$ cat config.mk
export PLATFORM = sky130hd
export DESIGN_NAME = simon_block_sequencer_flat
export DESIGN_NICKNAME = d
export VERILOG_FILES = /design/src/rtl/simon_block_sequencer_pkg.sv /design/src/rtl/simon_block_sequencer_if.sv /design/src/rtl/simon_block_sequencer_byte_shift_loader.sv /design/src/rtl/simon_block_sequencer.sv /design/src/flat_wrapper.sv
export SDC_FILE = /design/constraint.sdc
export NUM_CORES = 1
export LEC_CHECK = 0
export CAP_MARGIN = 25
export CORE_MARGIN = 2
export CORE_UTILIZATION = 53
export CTS_CLUSTER_SIZE = 40
export DETAILED_ROUTE_END_ITERATION = 10
export HOLD_SLACK_MARGIN = 0.1
export MAX_ROUTING_LAYER = met4
export PLACE_DENSITY = 0.9
export SYNTH_ARGS = -nofsm -noshare
export SYNTH_HDL_FRONTEND = slang
export SYNTH_SLANG_ARGS = --single-unit
$ cat constraint.sdc
create_clock -name clk -period 2.8 [get_ports clk]
set_input_delay 0.28 -clock clk [delete_from_list [all_inputs] [get_ports clk]]
set_output_delay 0.28 -clock clk [all_outputs]
set_load 0.05 [all_outputs]
$ cat src/rtl/simon_block_sequencer_pkg.sv
`default_nettype none
// ============================================================================
// simon_block_sequencer_pkg : shared types and defaults for the Simon sequencer
// Revision : 1.0
// ============================================================================
package simon_block_sequencer_pkg;

   typedef enum logic [1:0] {
      ST_IDLE = 2'd0,
      ST_RUN  = 2'd1,
      ST_OUT  = 2'd2
   } state_e;

   localparam int ERR_START   = 0;
   localparam int ERR_TIMEOUT = 1;

   localparam int DEF_KEY_BYTES = 8;
   localparam int DEF_BLK_BYTES = 4;
   localparam int DEF_TIMEOUT   = 256;

endpackage
`default_nettype wire

$ cat src/rtl/simon_block_sequencer_if.sv
`default_nettype none
// ============================================================================
// simon_block_sequencer_if : host write/read ports and cipher-core link
// Revision : 1.0
// ============================================================================
interface simon_block_sequencer_if
   import simon_block_sequencer_pkg::*;
#(
   parameter int KEY_BYTES = DEF_KEY_BYTES,
   parameter int BLK_BYTES = DEF_BLK_BYTES
);
   logic                   wr_valid;
   logic                   wr_is_key;
   logic [7:0]             wr_byte;
   logic                   wr_ready;
   logic                   start;
   logic                   busy;
   logic [7:0]             rd_byte;
   logic                   rd_valid;
   logic                   rd_ready;
   logic [1:0]             err;
   logic                   cip_rst;
   logic                   cip_en;
   logic [8*KEY_BYTES-1:0] cip_key;
   logic [8*BLK_BYTES-1:0] cip_pt;
   logic [8*BLK_BYTES-1:0] cip_ct;
   logic                   cip_done;

   modport slave (
      input  wr_valid, wr_is_key, wr_byte, start, rd_ready, cip_ct, cip_done,
      output wr_ready, busy, rd_byte, rd_valid, err, cip_rst, cip_en, cip_key, cip_pt
   );

   modport master (
      output wr_valid, wr_is_key, wr_byte, start, rd_ready, cip_ct, cip_done,
      input  wr_ready, busy, rd_byte, rd_valid, err, cip_rst, cip_en, cip_key, cip_pt
   );

endinterface
`default_nettype wire

$ cat src/rtl/simon_block_sequencer_byte_shift_loader.sv
`default_nettype none
// ============================================================================
// simon_block_sequencer_byte_shift_loader : N-byte right-shift register with
// saturating byte count. Revision : 1.0
// ============================================================================
module simon_block_sequencer_byte_shift_loader #(
   parameter int N_BYTES = 4
) (
   input  wire logic                 clk,
   input  wire logic                 rst_n,
   input  wire logic                 clr_cnt_i,
   input  wire logic                 wr_i,
   input  wire logic [7:0]           byte_i,
   output      logic [8*N_BYTES-1:0] data_o,
   output      logic                 full_o
);
   localparam int CNT_W = $clog2(N_BYTES + 1);
   localparam logic [CNT_W-1:0] C_CNT_FULL = CNT_W'(N_BYTES);

   logic [8*N_BYTES-1:0] data_q, data_d;
   logic [CNT_W-1:0]     cnt_q, cnt_d;

   // Data keeps shifting past saturation so the last N bytes are retained.
   always_comb begin
      data_d = data_q;
      cnt_d  = cnt_q;
      if (wr_i) begin
         data_d = {byte_i, data_q[8*N_BYTES-1:8]};
      end
      if (clr_cnt_i) begin
         cnt_d = '0;
      end else if (wr_i && (cnt_q != C_CNT_FULL)) begin
         cnt_d = cnt_q + 1'b1;
      end
   end

   always_ff @(posedge clk or negedge rst_n) begin
      if (!rst_n) begin
         data_q <= '0;
         cnt_q  <= '0;
      end else begin
         data_q <= data_d;
         cnt_q  <= cnt_d;
      end
   end

   assign data_o = data_q;
   assign full_o = (cnt_q == C_CNT_FULL);

endmodule
`default_nettype wire

$ cat src/rtl/simon_block_sequencer.sv
`default_nettype none
// ============================================================================
// simon_block_sequencer : byte-serial loader, run control with watchdog and
// ciphertext streamer for the Simon-32/64 core. Revision : 1.0
// ============================================================================
module simon_block_sequencer
   import simon_block_sequencer_pkg::*;
#(
   parameter int KEY_BYTES = DEF_KEY_BYTES,
   parameter int BLK_BYTES = DEF_BLK_BYTES,
   parameter int TIMEOUT   = DEF_TIMEOUT
) (
   input wire logic               clk,
   input wire logic               rst_n,
   input wire logic               clr,
   simon_block_sequencer_if.slave bus
);
   localparam int WD_W  = $clog2(TIMEOUT + 1);
   localparam int IDX_W = $clog2(BLK_BYTES);
   localparam logic [WD_W-1:0]  C_WD_LAST  = WD_W'(TIMEOUT - 1);
   localparam logic [IDX_W-1:0] C_IDX_LAST = IDX_W'(BLK_BYTES - 1);

   state_e                 state_q, state_d;
   logic [WD_W-1:0]        wd_q, wd_d;
   logic [IDX_W-1:0]       idx_q, idx_d;
   logic [1:0]             err_q, err_d;
   logic [8*BLK_BYTES-1:0] ct_q, ct_d;
   logic [8*BLK_BYTES-1:0] w_ct_shift;
   logic                   w_wr_fire;
   logic                   w_pt_done;
   logic                   w_key_full;
   logic                   w_pt_full;

   assign w_wr_fire  = bus.wr_valid && (state_q == ST_IDLE) && !clr;
   assign w_ct_shift = ct_q >> {idx_q, 3'b000};

   simon_block_sequencer_byte_shift_loader #(.N_BYTES(KEY_BYTES)) u_key (
      .clk       (clk),
      .rst_n     (rst_n),
      .clr_cnt_i (clr),
      .wr_i      (w_wr_fire && bus.wr_is_key),
      .byte_i    (bus.wr_byte),
      .data_o    (bus.cip_key),
      .full_o    (w_key_full)
   );

   simon_block_sequencer_byte_shift_loader #(.N_BYTES(BLK_BYTES)) u_pt (
      .clk       (clk),
      .rst_n     (rst_n),
      .clr_cnt_i (clr || w_pt_done),
      .wr_i      (w_wr_fire && !bus.wr_is_key),
      .byte_i    (bus.wr_byte),
      .data_o    (bus.cip_pt),
      .full_o    (w_pt_full)
   );

   always_comb begin
      state_d   = state_q;
      wd_d      = wd_q;
      idx_d     = idx_q;
      err_d     = err_q;
      ct_d      = ct_q;
      w_pt_done = 1'b0;

      if (clr) begin
         state_d = ST_IDLE;
         wd_d    = '0;
         idx_d   = '0;
         err_d   = '0;
      end else begin
         unique case (state_q)
            ST_IDLE: begin
               // Counts are registered, so a write in the same cycle is not seen.
               if (bus.start) begin
                  if (w_key_full && w_pt_full) begin
                     state_d = ST_RUN;
                     wd_d    = '0;
                  end else begin
                     err_d[ERR_START] = 1'b1;
                  end
               end
            end
            ST_RUN: begin
               if (bus.cip_done) begin
                  ct_d    = bus.cip_ct;
                  state_d = ST_OUT;
                  wd_d    = '0;
               end else if (wd_q == C_WD_LAST) begin
                  err_d[ERR_TIMEOUT] = 1'b1;
                  state_d   = ST_IDLE;
                  wd_d      = '0;
                  w_pt_done = 1'b1;
               end else begin
                  wd_d = wd_q + 1'b1;
               end
            end
            ST_OUT: begin
               if (bus.rd_ready) begin
                  if (idx_q == C_IDX_LAST) begin
                     idx_d     = '0;
                     w_pt_done = 1'b1;
                     state_d   = ST_IDLE;
                  end else begin
                     idx_d = idx_q + 1'b1;
                  end
               end
            end
            default: state_d = ST_IDLE;
         endcase
      end
   end

   always_ff @(posedge clk or negedge rst_n) begin
      if (!rst_n) begin
         state_q <= ST_IDLE;
         wd_q    <= '0;
         idx_q   <= '0;
         err_q   <= '0;
         ct_q    <= '0;
      end else begin
         state_q <= state_d;
         wd_q    <= wd_d;
         idx_q   <= idx_d;
         err_q   <= err_d;
         ct_q    <= ct_d;
      end
   end

   // Cipher is held in reset outside RUN so a stale done is never sampled.
   always_comb begin
      bus.wr_ready = (state_q == ST_IDLE);
      bus.busy     = (state_q != ST_IDLE);
      bus.rd_valid = (state_q == ST_OUT);
      bus.rd_byte  = (state_q == ST_OUT) ? w_ct_shift[7:0] : 8'h00;
      bus.err      = err_q;
      bus.cip_rst  = (state_q != ST_RUN);
      bus.cip_en   = (state_q == ST_RUN);
   end

endmodule
`default_nettype wire

$ cat src/flat_wrapper.sv
// flat-port wrapper written by rule: the top's interface ports become plain ports
module simon_block_sequencer_flat import simon_block_sequencer_pkg::*;
#(
   parameter int KEY_BYTES = DEF_KEY_BYTES,
   parameter int BLK_BYTES = DEF_BLK_BYTES,
   parameter int TIMEOUT   = DEF_TIMEOUT
)
  (clk, rst_n, clr, bus_wr_valid, bus_wr_is_key, bus_wr_byte, bus_start, bus_rd_ready, bus_cip_ct, bus_cip_done, bus_wr_ready, bus_busy, bus_rd_byte, bus_rd_valid, bus_err, bus_cip_rst, bus_cip_en, bus_cip_key, bus_cip_pt);
  simon_block_sequencer_if #(.KEY_BYTES(KEY_BYTES), .BLK_BYTES(BLK_BYTES)) bus_i ();
  input wire logic clk;
  input wire logic rst_n;
  input wire logic clr;
  input wire logic [$bits(bus_i.wr_valid)-1:0] bus_wr_valid;
  input wire logic [$bits(bus_i.wr_is_key)-1:0] bus_wr_is_key;
  input wire logic [$bits(bus_i.wr_byte)-1:0] bus_wr_byte;
  input wire logic [$bits(bus_i.start)-1:0] bus_start;
  input wire logic [$bits(bus_i.rd_ready)-1:0] bus_rd_ready;
  input wire logic [$bits(bus_i.cip_ct)-1:0] bus_cip_ct;
  input wire logic [$bits(bus_i.cip_done)-1:0] bus_cip_done;
  output wire logic [$bits(bus_i.wr_ready)-1:0] bus_wr_ready;
  output wire logic [$bits(bus_i.busy)-1:0] bus_busy;
  output wire logic [$bits(bus_i.rd_byte)-1:0] bus_rd_byte;
  output wire logic [$bits(bus_i.rd_valid)-1:0] bus_rd_valid;
  output wire logic [$bits(bus_i.err)-1:0] bus_err;
  output wire logic [$bits(bus_i.cip_rst)-1:0] bus_cip_rst;
  output wire logic [$bits(bus_i.cip_en)-1:0] bus_cip_en;
  output wire logic [$bits(bus_i.cip_key)-1:0] bus_cip_key;
  output wire logic [$bits(bus_i.cip_pt)-1:0] bus_cip_pt;
  assign bus_i.wr_valid = bus_wr_valid;
  assign bus_i.wr_is_key = bus_wr_is_key;
  assign bus_i.wr_byte = bus_wr_byte;
  assign bus_i.start = bus_start;
  assign bus_i.rd_ready = bus_rd_ready;
  assign bus_i.cip_ct = bus_cip_ct;
  assign bus_i.cip_done = bus_cip_done;
  assign bus_wr_ready = bus_i.wr_ready;
  assign bus_busy = bus_i.busy;
  assign bus_rd_byte = bus_i.rd_byte;
  assign bus_rd_valid = bus_i.rd_valid;
  assign bus_err = bus_i.err;
  assign bus_cip_rst = bus_i.cip_rst;
  assign bus_cip_en = bus_i.cip_en;
  assign bus_cip_key = bus_i.cip_key;
  assign bus_cip_pt = bus_i.cip_pt;
  simon_block_sequencer #(.KEY_BYTES(KEY_BYTES), .BLK_BYTES(BLK_BYTES), .TIMEOUT(TIMEOUT)) u_core (.clk(clk), .rst_n(rst_n), .clr(clr), .bus(bus_i));
endmodule
**Run 1: M1 wires**

Drawn at 3 px/um. Supply wires on this layer in grey.
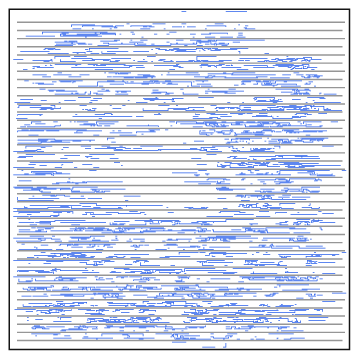
The longest straight run is 25.3 um. The layer carries 6,090 um of wire. The layer holds 39% of the routed length.
grt met1 use: 0.308
vias: 4,704
WL final: 15,800 um

**Run 1: the metal 2 layer**

Drawn at 2 px/um.
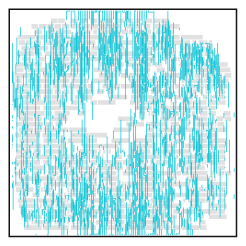
The layer carries 8,580 um of wire. The longest straight run is 45.6 um. 694 nets have wire on it. The layer holds 54% of the routed length.
GR Util met2: 0.452

**Run 1: metal 3**

Drawn at 3 px/um.
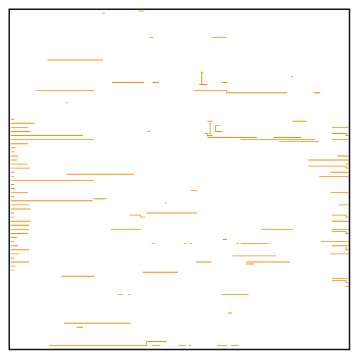
91 nets have wire on it. The longest straight run is 32.4 um. The layer holds 4.7% of the routed length. The layer carries 745 um of wire.

==> flow_metrics.env, run 1 <==
# source this file to load flow results
export IMPL_cpPeakStageDelay_ps=700
export IMPL_synth_cells=561
export IMPL_syn_to_final_growth_pct=38.7
export IMPL_ys_sh_adder=0.0179
export IMPL_flops=150
export IMPL_grt_util_met3=0.0755
export IMPL_synth_logic_top_family="simple AND/OR/NAND/NOR gates"
export IMPL_topRoutingLayerUsed="met4"
export IMPL_clk_share=0.0779
export IMPL_ys_sh_aoi=0.0360
export IMPL_wl_met2_um=8580
export IMPL_n_tap_cell=143
export IMPL_tritoncts="done"
export IMPL_port_buffers=158
export IMPL_holdPathEnd="u_core.u_key.data_o[60]$_DFFE_PN0N_"
export IMPL_die_height_um=113
export IMPL_status="complete, but fails checks"
export IMPL_crit_slowest_cell="clkdlybuf4s50_1"
export IMPL_dieArea_um2=12700
export IMPL_place_area_um2=8030
export IMPL_syn_area_um2=6290
export IMPL_pwr_share_comb=0.324
export IMPL_ys_flops=150
export IMPL_first_iter_violations=428
export IMPL_nFillCells=747
export IMPL_drc_errors=6
export IMPL_critPathMaxFanout=9
export IMPL_violations="DRC"
export IMPL_start_kind="flip-flop"
export IMPL_grt_pass1_vias=4985
export IMPL_p_clk_frac=0.325
export IMPL_ios=159
export IMPL_ff2ff_path_depth=6
export IMPL_seq_area_um2=3750
export IMPL_nClkBuffers=19
export IMPL_antenna_found_initial=0
export IMPL_relSlewSlack=0.466
export IMPL_nNetsFinal=776
[run 1: metrics by stage]
step           hold slack [ps]  worst slack, ps   util  std cells
2_1_floorplan            -15.6              588      -        561
3_3_place_gp               384              427  0.697        842
3_5_place_dp               405              360  0.697        842
4_1_cts                    394             39.6  0.757        875
5_1_grt                    431             5.16  0.757        875
6_report                   413             69.9  0.757        875
[run 1: critical path, delay by kind of cell (launching register included)]
kind	cells	cell delay, ps
and+or+nand+nor	1	190
muxes	1	570
DFF	1	550
buffers and inverters	1	700
[run 1: worst max-delay path by stage]
| stage | from | endpoint | slack [ps] | cells past startpoint |
|---|---|---|---|---|
| 2_1_floorplan | u_core.state_q[1]$_DFFE_PN0P_ | u_core.wd_q[0]$_DFFE_PN0P_ | 590 | 7 |
| 3_3_place_gp | u_core.idx_q[0]$_DFFE_PN0P_ | bus_rd_byte[5] | 430 | 3 |
| 3_5_place_dp | u_core.idx_q[0]$_DFFE_PN0P_ | bus_rd_byte[4] | 360 | 3 |
| 4_1_cts | u_core.idx_q[0]$_DFFE_PN0P_ | bus_rd_byte[4] | 40 | 3 |
| 5_1_grt | u_core.state_q[0]$_DFFE_PN0P_ | bus_rd_byte[1] | 5 | 4 |
| 6_report | u_core.idx_q[0]$_DFFE_PN0P_ | bus_rd_byte[4] | 70 | 3 |
[run 1: layout by cell type, fill, tap and decap left out, types with 3 or more instances in the layout]
cell type,synthesis,routed
nor3_1,4,4
clkdlybuf4s50_1,0,157
buf_4,3,3
a22o_1,7,7
nand3_1,10,10
mux4_2,8,8
ha_1,9,9
mux2_2,37,37
clkbuf_16,0,17
nand2_1,203,203
nand4_1,3,3
nor2_1,12,12
bufinv_16,0,6
mux2_1,28,28
a21oi_1,7,7
buf_12,0,4
clkinv_2,0,3
o21ai_0,9,9
clkinvlp_4,0,3
inv_1,9,9
and2_1,8,8
dfrtp_1,150,149
[run 1: flip-flops by register name, indices dropped and copies added, names as in the netlist]
name	cells
u_core.u_key.cnt_q	4
u_core.ct_q	32
u_core.u_pt.cnt_q	3
u_core.u_pt.data_o	32
u_core.state_q	2
u_core.wd_q	9
u_core.u_key.data_o	64
u_core.idx_q	2
u_core.bus.err	2
[run 1: cells in the mapped netlist (all sizes together), types with 2 or more instances]
| cell | count | share of area |
|---|---|---|
| a21oi | 7 | 0.0056 |
| a22o | 7 | 0.0098 |
| a31oi | 2 | 0.0020 |
| and2 | 8 | 0.0080 |
| and3 | 3 | 0.0032 |
| and4b | 2 | 0.0032 |
| buf | 18 | 0.017 |
| clkbuf | 9 | 0.0054 |
| dfrtp | 150 | 0.60 |
| ha | 9 | 0.018 |
| inv | 10 | 0.0060 |
| mux2 | 65 | 0.12 |
| mux4 | 8 | 0.029 |
| nand2 | 203 | 0.12 |
| nand2b | 2 | 0.0020 |
| nand3 | 10 | 0.0080 |
| nand4 | 4 | 0.0050 |
| nor2 | 12 | 0.0072 |
| nor2b | 3 | 0.0034 |
| nor3 | 4 | 0.0032 |
| o211ai | 2 | 0.0024 |
| o21ai | 9 | 0.0072 |
| xnor2 | 2 | 0.0028 |
==> inputs of run 2 (changes only) <==
--- a/config.mk
+++ b/config.mk
@@ -12,7 +12,7 @@
 export DETAILED_ROUTE_END_ITERATION = 10
 export HOLD_SLACK_MARGIN = 0.1
 export MAX_ROUTING_LAYER = met4
-export PLACE_DENSITY = 0.9
+export PLACE_DENSITY = 0.85
 export SYNTH_ARGS = -nofsm -noshare
 export SYNTH_HDL_FRONTEND = slang
 export SYNTH_SLANG_ARGS = --single-unit
==> flow_metrics.env, run 2 <==
# source this file to load flow results
export IMPL_rsz0062_at_grt="no"
export IMPL_syn_to_final_growth_pct=37.8
export IMPL_status="complete, but fails checks"
export IMPL_timing_fmax_mhz=379
export IMPL_relSlewSlack=0.592
export IMPL_place_area_um2=8020
export IMPL_critPathCaptureType="output port"
export IMPL_nNetsFinal=775
export IMPL_finish_utilization=0.752
export IMPL_top_area_cell="dfrtp_1"
export IMPL_htreeDepth=4
export IMPL_cp_endpoint="bus_rd_byte[6]"
export IMPL_dieArea_um2=12700
export IMPL_power_density_nw_per_um2=902
export IMPL_layout_top_cell="nand2_1"
export IMPL_die_height_um=113
export IMPL_gr_usage_all_layers=0.251
export IMPL_nFillCells=779
export IMPL_post_route_min_period_ps=2640
export IMPL_ys_flops=150
export IMPL_area_leaders="dfrtp_1 60%, nand2_1 12%, mux2_2 6.6%"
export IMPL_finalClockPeriodUsage=0.941
export IMPL_ios=159
export IMPL_ff2ff_path_depth=6
export IMPL_cp_startpoint="u_core.idx_q[0]$_DFFE_PN0P_"
export IMPL_finalHoldWorstSlack_ps=416
export IMPL_vdd_drop_max_mv=0.911
export IMPL_largest_register_ffs=64
export IMPL_drc_errors=6
export IMPL_port_buffers=158
export IMPL_skew_ps=8.26
export IMPL_r2r_end="u_core.wd_q[0]$_DFFE_PN0P_"
export IMPL_critPathMaxFanout=9
export IMPL_start_kind="flip-flop"
export IMPL_antenna_found_initial=0
export IMPL_violations="DRC"
export IMPL_synth_cells=561
export IMPL_top_cell="nand2_1"
export IMPL_synth_top_area_share=0.597
export IMPL_first_iter_violations=428
export IMPL_ys_top_cells_by_count="203 x nand2_1, 150 x dfrtp_1, 37 x mux2_2, 28 x mux2_1, 14 x buf_2"
export IMPL_grt_pass1_vias=4812
export IMPL_syn_area_um2=6290
export IMPL_tritoncts="done"
export IMPL_via_per_inst=5.35
export IMPL_cts_root_buf="clkbuf_16"
export IMPL_lay_top_cells="203 x nand2_1, 157 x clkdlybuf4s50_1, 149 x dfrtp_1"
## run 2: cell counts after synthesis
Identical to the previous run, type by type.
## run 2: layout make-up
cell class | instances | area (um2) | share of cell area
flip-flops and latches | 150 | 3750 | 0.433
multi-input cells | 374 | 2370 | 0.274
repair buffers | 165 | 1690 | 0.195
clock buffers | 20 | 457 | 0.0527
well taps | 143 | 179 | 0.0207
clock inverters | 11 | 173 | 0.0199
inverters | 10 | 37.5 | 0.00433
## run 2: cells by family (layout without fill, tap and decap cells)
group,Yosys count,after routing,share of synthesized area
simple gates,256,256,0.170
flops,150,150,0.597
mux,74,74,0.147
buf+inv,37,206,0.0279
compound gates,32,32,0.0360
fa+ha+maj,9,9,0.0179
xor+xnor,3,3,0.00418
## run 2: routing by layer
layer  vias up  share of wire  GRT usage
met3        25          0.051     0.0696
met2       134           0.53      0.420
met5         -              0          -
met4         0          0.025     0.0886
li1       2182              -          -
met1      2331           0.40      0.294
## run 2: metrics by stage
stage | cells | worst slack, ps
CTS | 873 | 120
floorplan | 561 | 588
global placement | 841 | 417
detailed placement | 841 | 391
finish | 873 | 164
global route | 873 | 60.3
## run 2: worst min-delay path by stage
stage,startpoint,endpoint,slack [ps]
finish,rst_n,u_core.u_key.data_o[54]$_DFFE_PN0N_,420
floorplan,rst_n,u_core.bus.err[0]$_DFFE_PN0P_,-20
detailed placement,rst_n,u_core.u_key.data_o[54]$_DFFE_PN0N_,320
CTS,bus_wr_byte[3],u_core.u_key.data_o[59]$_DFFE_PN0N_,420
global route,bus_wr_byte[3],u_core.u_key.data_o[59]$_DFFE_PN0N_,430
global placement,rst_n,u_core.u_key.data_o[53]$_DFFE_PN0N_,310
## run 2: repair_timing
item	CTS	global route
hold buffers	1	0
gates resized	1	0
setup buffers	0	0
endpoints found under the hold margin	68	0
setup endpoints to repair	8	0
## run 2: power breakdown
| group | switching [mW] | leakage [nW] | internal [mW] | total (mW) |
|---|---|---|---|---|
| combinational | 1.74 | 1.86 | 0.837 | 2.58 |
| sequential | 0.282 | 1.99 | 2.54 | 2.82 |
| clock | 0.874 | 0.306 | 1.54 | 2.41 |
## run 2: worst max-delay path, cell delays in order (launching register included)
cell,delay (ps)
dfrtp_2,530
mux4_2,550
and2_1,170
clkdlybuf4s50_1,690
**Run 2: the metal 2 layer**

Drawn at 2 px/um.
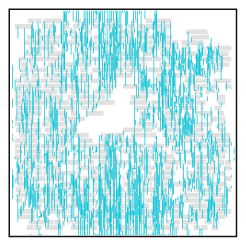
The wires run mostly vertical. The layer carries 7,730 um of wire. The layer holds 53% of the routed length. The longest straight run is 46.4 um. 683 nets have wire on it.
GR Util met2: 0.420
vias: 4,672
WL final: 14,700 um

**Run 2: metal 3**

Drawn at 3 px/um.
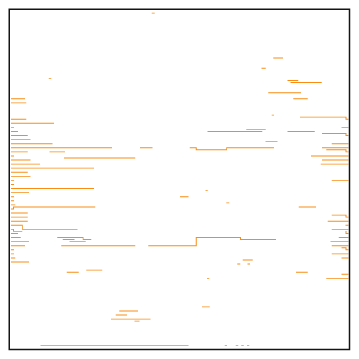
The layer carries 743 um of wire. The layer holds 5.1% of the routed length. 86 nets have wire on it. The longest straight run is 49.0 um.

Power and IR drop assume default switching activity.
